$ cat config.mk
export PLATFORM = sky130hd
export DESIGN_NAME = ysyx_22040759_wb_arb
export DESIGN_NICKNAME = d
export VERILOG_FILES = /design/src/rtl/ysyx_22040759_wb_arb_pkg.sv /design/src/rtl/ysyx_22040759_scoreboard.sv /design/src/rtl/ysyx_22040759_wb_arb.sv
export SDC_FILE = /design/constraint.sdc
export NUM_CORES = 1
export LEC_CHECK = 0
export ABC_AREA = 0
export CAP_MARGIN = 0
export CORE_MARGIN = 1
export CORE_UTILIZATION = 42
export CTS_CLUSTER_SIZE = 28
export DETAILED_ROUTE_END_ITERATION = 10
export HOLD_SLACK_MARGIN = 0.06
export PLACE_DENSITY_LB_ADDON = 0.12
export SYNTH_ARGS = -nofsm -noshare
export SYNTH_HDL_FRONTEND = slang
export SYNTH_SLANG_ARGS = --single-unit
$ cat constraint.sdc
create_clock -name clk -period 2.07 [get_ports clk]
set_input_delay 0.414 -clock clk [delete_from_list [all_inputs] [get_ports clk]]
set_output_delay 0.414 -clock clk [all_outputs]
set_load 0.1 [all_outputs]
$ cat src/rtl/ysyx_22040759_wb_arb_pkg.sv
// rtl/ysyx_22040759_wb_arb_pkg.sv - shared widths, writeback source encodings and x0 constant
package ysyx_22040759_wb_arb_pkg;

    localparam int WB_XLEN        = 32;
    localparam int REG_AW         = 5;
    localparam int NREG_DEF       = 32;
    localparam int STARVE_LIM_DEF = 4;

    // Which producer owns the single GPR write port this cycle
    typedef enum logic {
        WB_SRC_ALU = 1'b0,
        WB_SRC_LSU = 1'b1
    } wb_src_e;

    localparam logic [REG_AW-1:0] REG_X0 = '0;

    // x0 is never written and never tracked as pending
    function automatic logic is_x0(input logic [REG_AW-1:0] addr);
        return addr == REG_X0;
    endfunction

endpackage

$ cat src/rtl/ysyx_22040759_scoreboard.sv
// rtl/ysyx_22040759_scoreboard.sv - per-GPR busy bits with two query ports; bypass mask under YSYX_22040759_WB_BYPASS_EN
module ysyx_22040759_scoreboard
    import ysyx_22040759_wb_arb_pkg::*;
#(
    parameter int XLEN = WB_XLEN,
    parameter int NREG = NREG_DEF
) (
    input  logic              clk,
    input  logic              rst_n,
    input  logic              set_en,
    input  logic [REG_AW-1:0] set_addr,
    input  logic              clr_en,
    input  logic [REG_AW-1:0] clr_addr,
    input  logic [XLEN-1:0]   clr_data,
    input  logic [REG_AW-1:0] rs1_addr,
    input  logic [REG_AW-1:0] rs2_addr,
    output logic              rs1_busy,
    output logic              rs2_busy,
    output logic [XLEN-1:0]   rs1_fwd_data,
    output logic [XLEN-1:0]   rs2_fwd_data
);

    logic [NREG-1:0] busy_q;
    logic [NREG-1:0] busy_d;

    function automatic logic in_range(input logic [REG_AW-1:0] a);
        return !is_x0(a) && (int'(a) < NREG);
    endfunction

    function automatic logic lookup(input logic [NREG-1:0] v, input logic [REG_AW-1:0] a);
        return in_range(a) ? v[a] : 1'b0;
    endfunction

    // Clear on the landed RF write first, then apply issue so a same-edge set wins
    always_comb begin
        busy_d = busy_q;
        if (clr_en && in_range(clr_addr)) begin
            busy_d[clr_addr] = 1'b0;
        end
        if (set_en && in_range(set_addr)) begin
            busy_d[set_addr] = 1'b1;
        end
        busy_d[0] = 1'b0;
    end

    // Busy vector register
    always_ff @(posedge clk or negedge rst_n) begin
        if (!rst_n) begin
            busy_q <= '0;
        end else begin
            busy_q <= busy_d;
        end
    end

`ifdef YSYX_22040759_WB_BYPASS_EN
    logic hit1;
    logic hit2;
    assign hit1 = clr_en && !is_x0(rs1_addr) && (clr_addr == rs1_addr);
    assign hit2 = clr_en && !is_x0(rs2_addr) && (clr_addr == rs2_addr);

    // A write landing this cycle satisfies the query; the IDU takes the forwarded value
    always_comb begin
        rs1_busy     = lookup(busy_q, rs1_addr) && !hit1;
        rs2_busy     = lookup(busy_q, rs2_addr) && !hit2;
        rs1_fwd_data = hit1 ? clr_data : '0;
        rs2_fwd_data = hit2 ? clr_data : '0;
    end
`else
    logic unused_clr_data;
    assign unused_clr_data = ^clr_data;

    // Without forwarding the source stays pending until the write has landed in the RF
    always_comb begin
        rs1_busy     = lookup(busy_q, rs1_addr);
        rs2_busy     = lookup(busy_q, rs2_addr);
        rs1_fwd_data = '0;
        rs2_fwd_data = '0;
    end
`endif

endmodule

$ cat src/rtl/ysyx_22040759_wb_arb.sv
// rtl/ysyx_22040759_wb_arb.sv - ALU/LSU writeback arbiter with starvation guard; bypass via YSYX_22040759_WB_BYPASS_EN
module ysyx_22040759_wb_arb
    import ysyx_22040759_wb_arb_pkg::*;
#(
    parameter int XLEN       = WB_XLEN,
    parameter int NREG       = NREG_DEF,
    parameter int STARVE_LIM = STARVE_LIM_DEF
) (
    input  logic              clk,
    input  logic              rst_n,
    input  logic              alu_valid,
    output logic              alu_ready,
    input  logic [REG_AW-1:0] alu_rd,
    input  logic [XLEN-1:0]   alu_wdata,
    input  logic              lsu_valid,
    output logic              lsu_ready,
    input  logic [REG_AW-1:0] lsu_rd,
    input  logic [XLEN-1:0]   lsu_wdata,
    input  logic              iss_valid,
    input  logic [REG_AW-1:0] iss_rd,
    input  logic [REG_AW-1:0] rs1_addr,
    output logic              rs1_busy,
    input  logic [REG_AW-1:0] rs2_addr,
    output logic              rs2_busy,
    output logic [XLEN-1:0]   rs1_fwd_data,
    output logic [XLEN-1:0]   rs2_fwd_data,
    output logic              gpr_wen,
    output logic [REG_AW-1:0] gpr_waddr,
    output logic [XLEN-1:0]   gpr_wdata
);

    localparam int SW = $clog2(STARVE_LIM + 1);
    localparam logic [SW-1:0] LIM = SW'(STARVE_LIM);

    logic [SW-1:0]     starve_q;
    logic [SW-1:0]     starve_d;
    logic              gpr_wen_q;
    logic              gpr_wen_d;
    logic [REG_AW-1:0] gpr_waddr_q;
    logic [REG_AW-1:0] gpr_waddr_d;
    logic [XLEN-1:0]   gpr_wdata_q;
    logic [XLEN-1:0]   gpr_wdata_d;

    logic              grant_alu;
    logic              grant_lsu;
    wb_src_e           win_src;
    logic [REG_AW-1:0] win_rd;
    logic [XLEN-1:0]   win_data;

    // LSU wins by default; ALU wins when the LSU is idle or it has lost STARVE_LIM times in a row
    always_comb begin
        grant_alu = 1'b0;
        grant_lsu = 1'b0;
        win_src   = WB_SRC_LSU;
        if (rst_n) begin
            if (alu_valid && (!lsu_valid || (starve_q == LIM))) begin
                grant_alu = 1'b1;
                win_src   = WB_SRC_ALU;
            end else if (lsu_valid) begin
                grant_lsu = 1'b1;
            end
        end
    end

    assign alu_ready = grant_alu;
    assign lsu_ready = grant_lsu;
    assign win_rd    = (win_src == WB_SRC_ALU) ? alu_rd    : lsu_rd;
    assign win_data  = (win_src == WB_SRC_ALU) ? alu_wdata : lsu_wdata;

    // Starvation counter and next writeback stage contents
    always_comb begin
        starve_d    = starve_q;
        gpr_wen_d   = 1'b0;
        gpr_waddr_d = gpr_waddr_q;
        gpr_wdata_d = gpr_wdata_q;
        if (grant_alu) begin
            starve_d = '0;
        end else if (alu_valid && (starve_q != LIM)) begin
            starve_d = starve_q + 1'b1;
        end
        if (grant_alu || grant_lsu) begin
            // x0 destinations complete the handshake but never raise the write enable
            gpr_wen_d   = !is_x0(win_rd);
            gpr_waddr_d = win_rd;
            gpr_wdata_d = win_data;
        end
    end

    // Arbiter state and registered writeback stage
    always_ff @(posedge clk or negedge rst_n) begin
        if (!rst_n) begin
            starve_q    <= '0;
            gpr_wen_q   <= 1'b0;
            gpr_waddr_q <= '0;
            gpr_wdata_q <= '0;
        end else begin
            starve_q    <= starve_d;
            gpr_wen_q   <= gpr_wen_d;
            gpr_waddr_q <= gpr_waddr_d;
            gpr_wdata_q <= gpr_wdata_d;
        end
    end

    assign gpr_wen   = gpr_wen_q;
    assign gpr_waddr = gpr_waddr_q;
    assign gpr_wdata = gpr_wdata_q;

    ysyx_22040759_scoreboard #(
        .XLEN (XLEN),
        .NREG (NREG)
    ) u_scoreboard (
        .clk          (clk),
        .rst_n        (rst_n),
        .set_en       (iss_valid),
        .set_addr     (iss_rd),
        .clr_en       (gpr_wen_q),
        .clr_addr     (gpr_waddr_q),
        .clr_data     (gpr_wdata_q),
        .rs1_addr     (rs1_addr),
        .rs2_addr     (rs2_addr),
        .rs1_busy     (rs1_busy),
        .rs2_busy     (rs2_busy),
        .rs1_fwd_data (rs1_fwd_data),
        .rs2_fwd_data (rs2_fwd_data)
    );

endmodule

Figure 1. Sequential cells grouped by signal name.
Other sequential cells in the stronger gray, the rest of the logic in the fainter gray.
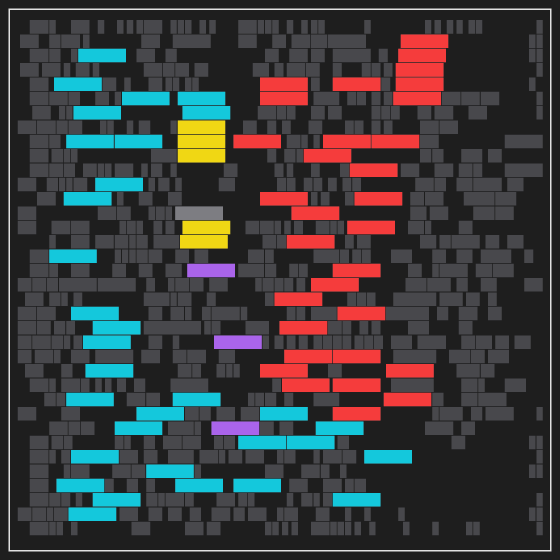
legend:
  yellow:
    netlist_name: gpr_waddr
    placed_flops: 5
  red:
    netlist_name: u_scoreboard.busy_q
    placed_flops: 31
  purple:
    netlist_name: starve_q
    placed_flops: 3
  cyan:
    netlist_name: gpr_wdata
    placed_flops: 32
not colored: 1

Figure 2. Clock wiring as the flow saved it.
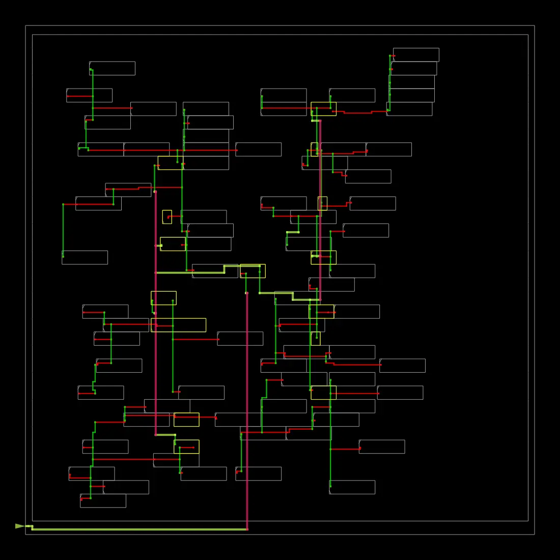
clock buffer count from CTS: 9
number of sequential storage elements: 72

Figure 3. Sizing map.
The bar under the picture is 20 um long.
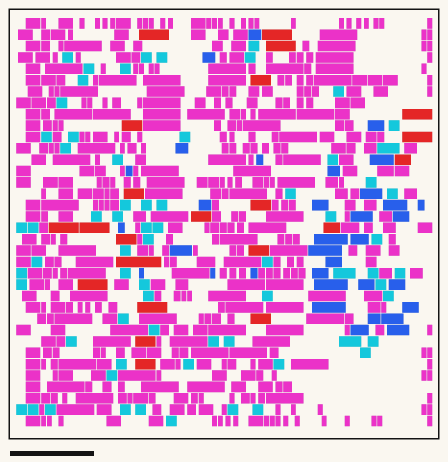
legend:
  blue:
    size: drive 2
    cells: 34
  cyan:
    size: drive 3 to 4
    cells: 67
  magenta:
    size: drive 1 or less
    cells: 495
  red:
    size: drive 6 and up
    cells: 22

Figure 4. Routed clock nets over the placement.
The bar under the picture is 20 um long.
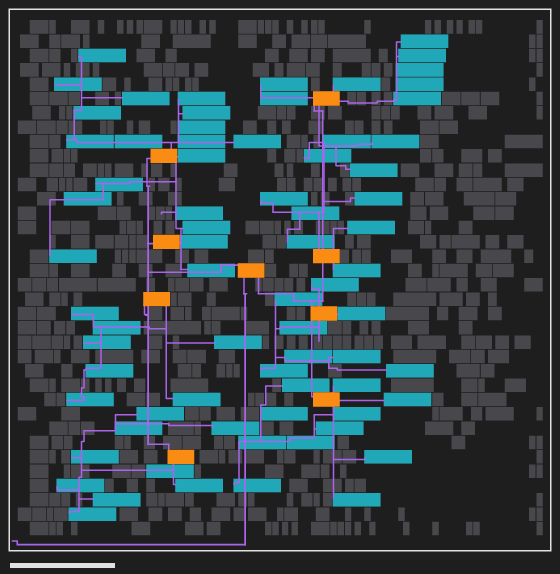
legend:
  purple:
    item: clock wires
    length: 859 um
  cyan:
    item: flip-flops
    count: 72
  orange:
    item: cells driving clock nets
    count: 9
routed clock nets: 10

Figure 5. M4 wires.
Supply wires on this layer in gray.
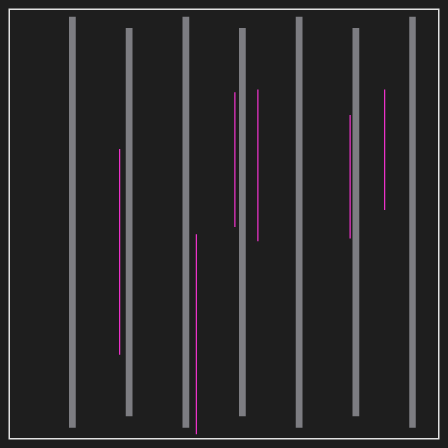
share of all routed wire: 1.8%
nets with wire on the layer: 5
longest straight run: 49.0 um
wire length on this layer: 222 um
main direction: vertical

==> reports/metrics.yaml <==
outcome:
  run_status: "finished, violations left"
  violations: "negative setup slack"
cells_and_area:
  nonClkBufAreaFrac_pct: 27.27
  post-route-cell-area_um2: 5887
  antenna_cells: 0
  finish.net_count: 710
  logic_area_um2: 2103
  dominant_kind_of_cell_by_area: "combinational gates"
  regArea_um2: 1802
  count_of_clock_buffers_in_the_final_design: 11
synth:
  post-synth-top-area-cell: "sky130_fd_sc_hd__dfrtp_1"
  synthFlopType: "sky130_fd_sc_hd__dfrtp_1"
  netlist.top_cell.by_instances: "sky130_fd_sc_hd__o21ai_0"
  yosys.cell_types.count: 49
  synth_simple_gate_area_share_pct: 13.78
  adder_share_pct: 0.5901
  synthDominantCellAreaShare_pct: 42.49
  post_synth_main_logic_family: "AND-OR/OR-AND gates"
  enable_flop_cells: 0
  ys_top_cells_by_area: "sky130_fd_sc_hd__dfrtp_1 42%, sky130_fd_sc_hd__buf_4 12%, sky130_fd_sc_hd__o21ai_0 10%"
  yosys-top-cells-count: "85 x sky130_fd_sc_hd__o21ai_0, 72 x sky130_fd_sc_hd__dfrtp_1, 68 x sky130_fd_sc_hd__buf_4"
clock_tree:
  max-clock-path-buffers: 2
  ctsHtreeMaxLevel: 3
  tritoncts_num_sinks: 72
  clk_latency_ns: 0.34
floorplan:
  floorplanUtilization_pct: 43.38
  floorplan.die.width_um: 102.5
  die.size.y_um: 102.5
  boundaryPins: 200
critical_path:
  timing.reg2reg.worst_path_depth: 7
  startpoint_type: "register"
  crit_path_max_incr_delay_ns: 0.47
  worst-setup-path-type: "register to output port"
  worstPathCellList: "mux4_2 > o22ai_2 > a2111oi_2 > a221o_2 > buf_12"
place:
  post_placement_cell_area_um2: 5600
  post-dp-hpwl_um: 9128
  final_gp_congestion: 0.8622
  dp_cells: 730
  post-place-ws_ns: -0.6499
global_route:
  grt_max_degree: 60
  vias_in_the_first_global_route: 3762
routing:
  vias_per_cell: 5.200
  via_count: 3905
  drt.antenna.violating_nets: 0
  drtPass1Iterations: 5
  drt_iter0_drc: 192
sta:
  worst_slack_ns: -0.3309
  setup_viol: 2
  final.period_utilization_pct: 116.0
  tightest_slew_ns: 0.7379
  total_count_of_max_transition_violations_in_the_final_report: 0
  rsz0062_at_grt: "yes"
  maximum_clock_frequency_ghz: 0.4165
  whs_ns: 0.5018
pwr:
  switching_power_w: 0.003660
  vdd.ir_drop.worst_mv: 1.016
  power.density_cell_area_nw_per_um2: 1234
  seqPwrFrac_pct: 32.2
  sw_frac_of_total_pct: 50.39
  p_int_w: 0.003603
  total_leakage_power_nw: 2.463
job:
  max-cap-violations: 0
  warning_total_across_the_stage_logs: 29
per-stage QoR:
stage / TNS [ns] / total power [W] / utilization (%)
floorplan: 0 / 0.005077 / -
global placement: -1.272 / 0.006062 / 57.30
detailed placement: -1.298 / 0.006096 / 57.30
CTS: -0.6982 / 0.007265 / 59.93
global route: -0.7698 / 0.007605 / 60.23
finish: -0.6363 / 0.007263 / 60.23
flip-flops by register name, indices dropped and copies added, names as in the netlist:
signal               count
gpr_waddr                5
gpr_wdata               32
gpr_wen                  1
starve_q                 3
u_scoreboard.busy_q     31
cell usage in the layout, fill, tap and decap left out, types with 4 or more instances in the layout:
cell type / count
sky130_fd_sc_hd__a31oi_1: 7
sky130_fd_sc_hd__buf_12: 9
sky130_fd_sc_hd__buf_4: 64
sky130_fd_sc_hd__clkbuf_8: 10
sky130_fd_sc_hd__clkdlybuf4s50_1: 84
sky130_fd_sc_hd__clkinv_2: 4
sky130_fd_sc_hd__conb_1: 64
sky130_fd_sc_hd__dfrtp_1: 72
sky130_fd_sc_hd__dlygate4sd2_1: 5
sky130_fd_sc_hd__mux2_2: 4
sky130_fd_sc_hd__mux2i_1: 12
sky130_fd_sc_hd__mux4_2: 4
sky130_fd_sc_hd__nand2_1: 44
sky130_fd_sc_hd__nand3_1: 7
sky130_fd_sc_hd__nand3b_1: 11
sky130_fd_sc_hd__nor2_1: 30
sky130_fd_sc_hd__o21ai_0: 85
sky130_fd_sc_hd__o22ai_1: 32
sky130_fd_sc_hd__or3b_2: 4
timing repair:
item | CTS | global route
gates resized | 27 | 6
setup endpoints to repair | 3 | 4
pin swaps | 6 | 2
hold endpoints to repair | 13 | 0
hold buffers | 1 | 0
buffers inserted | 4 | 2
path summary, 6_finish.rpt:
kind,start,to,slack (ns)
setup / recovery,u_scoreboard.busy_q[3],rs2_busy,-0.33
hold / removal,gpr_wdata[29],gpr_wdata[29],0.50
setup reg to reg,starve_q[1],gpr_wdata[12],0.42
hold reg to reg,gpr_wdata[29],gpr_wdata[29],0.50
max in group asynchronous,rst_n,u_scoreboard.busy_q[2],0.79
min in group asynchronous,rst_n,u_scoreboard.busy_q[21],0.57
power by group through the flow:
stage	Clock, W	Combinational (W)	Sequential (W)
after floorplan	0	0.00162	0.00346
after global placement	0	0.00370	0.00236
after detailed placement	0	0.00375	0.00235
after CTS	0.00109	0.00385	0.00233
after global routing	0.00114	0.00406	0.00241
final	0.00106	0.00386	0.00234
worst max-delay path, delay by kind of cell (launching register included):
| family | cells | cell delay (ns) |
|---|---|---|
| AND-OR/OR-AND | 3 | 0.58 |
| buffers and inverters | 1 | 0.17 |
| flip-flops | 1 | 0.41 |
| multiplexers | 1 | 0.47 |
per-layer routing:
| metal | track usage [%] | up-vias | wire (um) |
|---|---|---|---|
| met1 | 29.11 | 1862 | 5007 |
| met2 | 39.38 | 181 | 5874 |
| met5 | 0 | - | 0 |
| li1 | - | 1845 | - |
| met4 | 9.780 | 0 | 222 |
| met3 | 5.746 | 17 | 918 |
kinds of logic (layout without fill, tap and decap cells):
logic type      after synthesis  count (layout)
compound gates              149             149
simple gates                117             117
buf+inv                      93             189
flops                        72              72
mux                          24              24
fa+ha+maj                     2               2
other cells                   1              64
xor+xnor                      1               1
Power and IR drop assume default switching activity.
